Clock network drawn from the DEF:
Scale: 4 px per um.
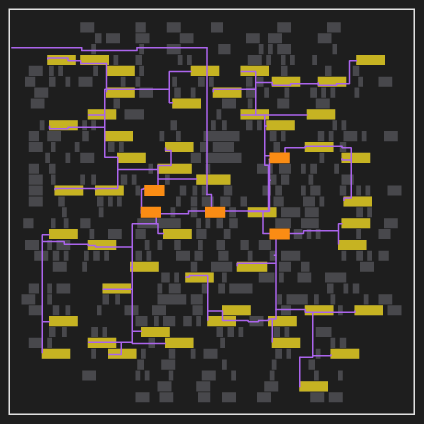
Met1 routing:
Scale: 3 px per um. Supply wires on this layer in grey.
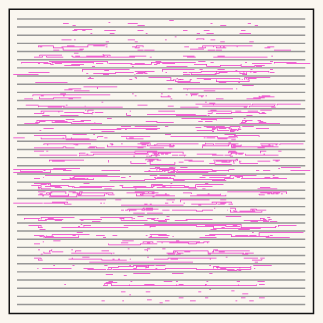
Met3 routing:
Scale: 4 px per um. Cells faint in the background.
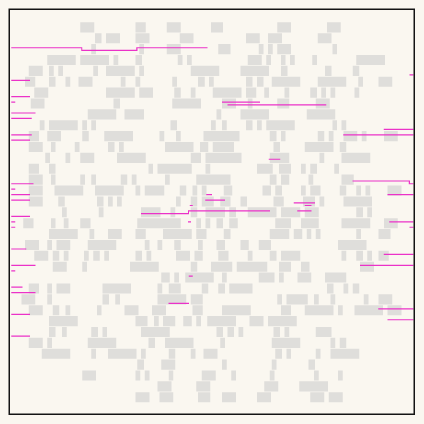
File: src/rtl/cn_msg_gen.sv
// -----------------------------------------------------------------------------
// cn_msg_gen
//
// Check-node message generator for a min-sum LDPC decoder. One compressed
// check-node record is accepted per handshake:
//   min / second-min magnitude, the index of the edge that holds the minimum,
//   the product (XOR) of all edge signs and the per-edge input sign vector.
// The block then emits DEG outgoing messages, one per edge, in edge order
// 0..DEG-1. Each edge gets the smallest magnitude of the *other* edges
// (submin on the min edge, min elsewhere), less an offset-min-sum correction
// saturated at zero. Its sign is the total sign product with the edge's own
// sign removed.
//
// Parameters
//   WIDTH  : magnitude width
//   DEG    : check-node degree (messages per record)
//   IDXW   : edge index width
//   OFFSET : correction subtracted from every outgoing magnitude
//
// Ports
//   clk, rst                      : clock, synchronous active-high reset
//   cmp_valid / cmp_ready         : compressed record handshake
//   min_v, submin_v, min_idx,
//   sign_prod, sign_vec           : compressed record fields
//   msg_valid / msg_ready         : outgoing message handshake
//   msg_mag, msg_sign, msg_idx,
//   msg_last                      : outgoing message (all zero while idle)
// -----------------------------------------------------------------------------
module cn_msg_gen #(
    parameter int WIDTH  = 7,
    parameter int DEG    = 24,
    parameter int IDXW   = 5,
    parameter int OFFSET = 0
) (
    input  logic             clk,
    input  logic             rst,
    // compressed record input
    input  logic             cmp_valid,
    output logic             cmp_ready,
    input  logic [WIDTH-1:0] min_v,
    input  logic [WIDTH-1:0] submin_v,
    input  logic [IDXW-1:0]  min_idx,
    input  logic             sign_prod,
    input  logic [DEG-1:0]   sign_vec,
    // outgoing message stream
    output logic             msg_valid,
    input  logic             msg_ready,
    output logic [WIDTH-1:0] msg_mag,
    output logic             msg_sign,
    output logic [IDXW-1:0]  msg_idx,
    output logic             msg_last
);

    typedef enum logic {
        IDLE = 1'b0,
        EMIT = 1'b1
    } state_t;

    localparam logic [IDXW-1:0] LAST_IDX = IDXW'(DEG - 1);

    // An offset at or beyond 2**WIDTH zeroes every magnitude; clamping keeps
    // the comparison constant representable in WIDTH+1 bits.
    localparam int              OFF_CLAMP  = (OFFSET > (1 << WIDTH)) ? (1 << WIDTH) : OFFSET;
    localparam logic [WIDTH:0]  OFF_EXT    = (WIDTH + 1)'(OFF_CLAMP);
    // Only used when raw >= OFFSET, in which case OFFSET fits in WIDTH bits.
    localparam logic [WIDTH-1:0] OFF_NARROW = WIDTH'(OFF_CLAMP);

    state_t            state_reg, state_next;
    logic [IDXW-1:0]   cnt_reg, cnt_next;
    logic              load;

    // registered record
    logic [WIDTH-1:0]  min_reg;
    logic [WIDTH-1:0]  submin_reg;
    logic [IDXW-1:0]   min_idx_reg;
    logic              sign_prod_reg;
    logic [DEG-1:0]    sign_vec_reg;

    // datapath
    logic [DEG-1:0]    edge_sel;
    logic [DEG-1:0]    edge_sign;
    logic [WIDTH-1:0]  raw_mag;
    logic [WIDTH-1:0]  sat_mag;
    logic              emit;

    // -------------------------------------------------------------------------
    // Control FSM: state and edge counter
    // -------------------------------------------------------------------------
    always_ff @(posedge clk) begin
        if (rst) begin
            state_reg <= IDLE;
            cnt_reg   <= '0;
        end else begin
            state_reg <= state_next;
            cnt_reg   <= cnt_next;
        end
    end

    always_comb begin
        state_next = state_reg;
        cnt_next   = cnt_reg;
        cmp_ready  = 1'b0;
        msg_valid  = 1'b0;
        load       = 1'b0;
        case (state_reg)
            IDLE: begin
                cmp_ready = 1'b1;
                if (cmp_valid) begin
                    load       = 1'b1;
                    cnt_next   = '0;
                    state_next = EMIT;
                end
            end
            EMIT: begin
                msg_valid = 1'b1;
                if (msg_ready) begin
                    if (cnt_reg == LAST_IDX) begin
                        // Returning to IDLE costs one bubble cycle before
                        // the next record can be taken.
                        cnt_next   = '0;
                        state_next = IDLE;
                    end else begin
                        cnt_next = cnt_reg + 1'b1;
                    end
                end
            end
            default: begin
                state_next = IDLE;
                cnt_next   = '0;
            end
        endcase
    end

    // -------------------------------------------------------------------------
    // Record registers: loaded only on the input handshake, so input activity
    // during EMIT cannot disturb the record being emitted.
    // -------------------------------------------------------------------------
    always_ff @(posedge clk) begin
        if (rst) begin
            min_reg       <= '0;
            submin_reg    <= '0;
            min_idx_reg   <= '0;
            sign_prod_reg <= 1'b0;
            sign_vec_reg  <= '0;
        end else if (load) begin
            min_reg       <= min_v;
            submin_reg    <= submin_v;
            min_idx_reg   <= min_idx;
            sign_prod_reg <= sign_prod;
            sign_vec_reg  <= sign_vec;
        end
    end

    // -------------------------------------------------------------------------
    // Per-edge sign selection: one-hot decode of the counter masks the input
    // sign vector, so the current edge's own sign is a simple OR-reduction.
    // -------------------------------------------------------------------------
    generate
        for (genvar gi = 0; gi < DEG; gi++) begin : g_edge
            assign edge_sel[gi]  = (cnt_reg == IDXW'(gi));
            assign edge_sign[gi] = edge_sel[gi] & sign_vec_reg[gi];
        end
    endgenerate

    // The min edge sees the second minimum; every other edge sees the minimum.
    // A min_idx outside 0..DEG-1 never matches, so all edges get min.
    assign raw_mag = (cnt_reg == min_idx_reg) ? submin_reg : min_reg;

    // Offset correction, clamped at zero instead of wrapping.
    assign sat_mag = ({1'b0, raw_mag} >= OFF_EXT) ? (raw_mag - OFF_NARROW) : '0;

    assign emit = (state_reg == EMIT);

    // Outputs derive only from registered state, so they hold through stalls
    // and read as zero while idle.
    assign msg_mag  = emit ? sat_mag : '0;
    assign msg_sign = emit & (sign_prod_reg ^ (|edge_sign));
    assign msg_idx  = emit ? cnt_reg : '0;
    assign msg_last = emit & (cnt_reg == LAST_IDX);

endmodule

File: config.mk
export PLATFORM = sky130hd
export DESIGN_NAME = cn_msg_gen
export DESIGN_NICKNAME = d
export VERILOG_FILES = /design/src/rtl/cn_msg_gen.sv
export SDC_FILE = /design/constraint.sdc
export NUM_CORES = 1
export LEC_CHECK = 0
export CAP_MARGIN = 40
export CELL_PAD_IN_SITES_DETAIL_PLACEMENT = 1
export CELL_PAD_IN_SITES_GLOBAL_PLACEMENT = 2
export CORE_MARGIN = 2
export CORE_UTILIZATION = 24
export CTS_CLUSTER_DIAMETER = 40
export DETAILED_ROUTE_END_ITERATION = 8
export GPL_ROUTABILITY_DRIVEN = 0
export GPL_TIMING_DRIVEN = 0
export MAX_ROUTING_LAYER = met4
export PLACE_DENSITY_LB_ADDON = 0.1
export SYNTH_ARGS = -nofsm -noshare
export SYNTH_HDL_FRONTEND = slang
export SYNTH_SLANG_ARGS = --single-unit
File: constraint.sdc
create_clock -name clk -period 2.65 [get_ports clk]
set_input_delay 0.795 -clock clk [delete_from_list [all_inputs] [get_ports clk]]
set_output_delay 0.795 -clock clk [all_outputs]
set_load 0.02 [all_outputs]
==> impl_metrics.csv <==
group,metric,value,unit
run_status,status,"complete, but fails checks",
run_status,violations,"negative setup slack",
final_layout,lay_top_count,"nand2_1",
final_timing,fin_crit_sh,1.225,
drt,vias_per_cell,4.701,
drt,wire_per_inst,14.91,um
worst_setup_path,endpoint_kind,"output port",
final_layout,fillers,1095,
final_layout,antenna_cells,0,
final_timing,slew_headroom,0.6423,
power,switching_power,435.8,uW
final_timing,period_needed,3.246,ns
final_layout,layout_top_cells,"nand2_1, a21oi_1, clkdlybuf4s50_1",
final_layout,largestClassByArea,"logic gates",
yosys,ys_cells,294,
clock_tree,cts_inserted_buffers,5,
yosys,avgSynthCellArea,7.665,um^2
floorplan,die_h,100.9,um
power,combPwrFrac,0.175,
yosys,yosysWarnings,0,
yosys,ys.flop_type,"dfxtp_1",
worst_setup_path,crit_family,"AND-OR/OR-AND gates",
worst_setup_path,worst_path_most_repeated_cell,"a222oi_1",
global_routing,grt_pass1_vias,2287,
floorplan,die_area,0.01018,mm^2
yosys,ys.flops,50,
yosys,yosysUniqueCellTypes,34,
worst_setup_path,slowest_delay,0.45,ns
yosys,ys_seq_frac,0.4442,
final_timing,setup_viol,1,
power,pg_seq,815,uW
power,power_leakage,0.001257,uW
global_routing,grt_pass1_wl,11.27,mm
yosys,fp_nets,347,
final_layout,inv_count,6,
final_timing,fin_worst_hold_slack,0.4621,ns
worst_setup_path,slowest_stage,"a222oi_1",
placed_design,placed_area,0.003047,mm^2
final_timing,worst_slack,-0.5962,ns
final_layout,drive_above_1_share,0.1270,
power,cell_internal_pwr,1216,uW
clock_tree,htree_levels,2,
final_layout,syn_to_final_growth,44.09,%
clock_tree,cts_resized,49,
yosys,syn_inst,294,
clock_tree,ctsRootBufferMaster,"clkbuf_8",
power,maxPowerGroup,"registers",
drt,postRouteAntennaNets,0,
flow_run,tool_warnings,32,
final_layout,flops,50,
worst_setup_path,cp_cell_sequence,"inv_2 > ha_2 > nor2b_1 > a222oi_1 > o311ai_1 > a222oi_1 > mux2i_2 > buf_4",
floorplan,well_tap_count,111,
final_timing,clock.fmax,308.1,MHz
power,irDropWorstVdd,0.3176,mV
final_layout,clkbuf_count,5,
worst_setup_path,path_class,"register to output port",
clock_tree,cts_hold_buf,0,
final_timing,hold_viol_final,0,
worst_setup_path,critical_path_arrival,2.45,ns
global_routing,grt_max_degree,16,
clock_tree,path_clk_slew,0.10,ns
power,switching_share,0.2638,
clock_tree,postCtsSetupBuffers,3,
flow_run,drv_cap,0,
power,powerComb,289,uW
placed_design,post-place-cells,467,
clock_tree,clock_path_buffers,2,
power,powerDensity,508.8,mW/mm^2
worst_setup_path,critical_path_buf_inv_count,2,
Notes on 'clock network drawn from the DEF' above:
Key: orange = clock-net drivers [count 5]; purple = clock wires [length 743 um]; yellow = flip-flops [count 50]
There are 6 routed clock nets.
clk ins delay skew pair: 0.30 ns
Clk power: 549 uW
clock network power share: 0.332
Final Skew: 0.007626 ns

Notes on 'met1 routing' above:
The wires run mostly horizontal. 372 nets have wire on it. The longest straight run is 48.3 um.

Notes on 'met3 routing' above:
The layer holds 4.3% of the routed length. The longest straight run is 24.4 um. The wires run mostly horizontal. 42 nets have wire on it.

metrics by stage:
stage	setup TNS (ns)	total power, uW
finish	-0.5962	1652
global route	-1.191	1728
CTS	-0.6177	1670
detailed placement	-5.932	1106
global placement	-5.610	1103
floorplan	-0.06346	966.2
cells in the mapped netlist (all sizes together) (2+ instances only):
master  instances  area [um^2]
a32oi           2        17.52
dfxtp          50         1001
and3            2        12.51
nand3           3        15.01
buf             4        23.77
a222oi          4        40.04
xor2            3        26.28
mux2            4        48.79
nor3            2        10.01
nor2           17        63.81
xnor2           2        17.52
inv             6        22.52
nand2          94        352.8
a21oi          51        255.2
o21ai           2        10.01
nor2b           5        31.28
clkbuf         17        63.81
ha              5        62.56
mux2i           9        90.09
or3             2        12.51
worst paths after layout:
path | start | endpoint | cells past startpoint
min reg2reg | submin_reg[0]$_SDFFE_PP0P_ | submin_reg[0]$_SDFFE_PP0P_ | 2
max | cnt_reg[1]$_SDFFE_PP0P_ | msg_sign | 8
min | submin_reg[0]$_SDFFE_PP0P_ | submin_reg[0]$_SDFFE_PP0P_ | 2
max reg2reg | emit$_SDFF_PP0_ | sign_prod_reg$_SDFFE_PP0P_ | 5
per-layer routing:
layer	wire length, um	global-route usage	up-vias
li1	-	-	1126
met3	305	0.02774	8
met4	87	0.03742	0
met5	0	-	-
met2	3426	0.2421	53
met1	3353	0.1848	1074
cell families after synthesis:
kind of cell | after synthesis | share of synthesized area
xor gates and xnor gates | 5 | 0.01944
muxes | 13 | 0.06163
buffers and inverters | 27 | 0.04886
adders and majority gates | 5 | 0.02776
AOI/OAI and AO/OA | 66 | 0.1677
and+or+nand+nor | 128 | 0.2304
DFF | 50 | 0.4442
worst min-delay path: cells and delay by family (launching register included):
kind            cells  cell delay [ns]
flops               1             0.32
simple gates        1             0.05
compound gates      1             0.05
Power figures rest on the tool's default switching activity, not on a simulated workload.
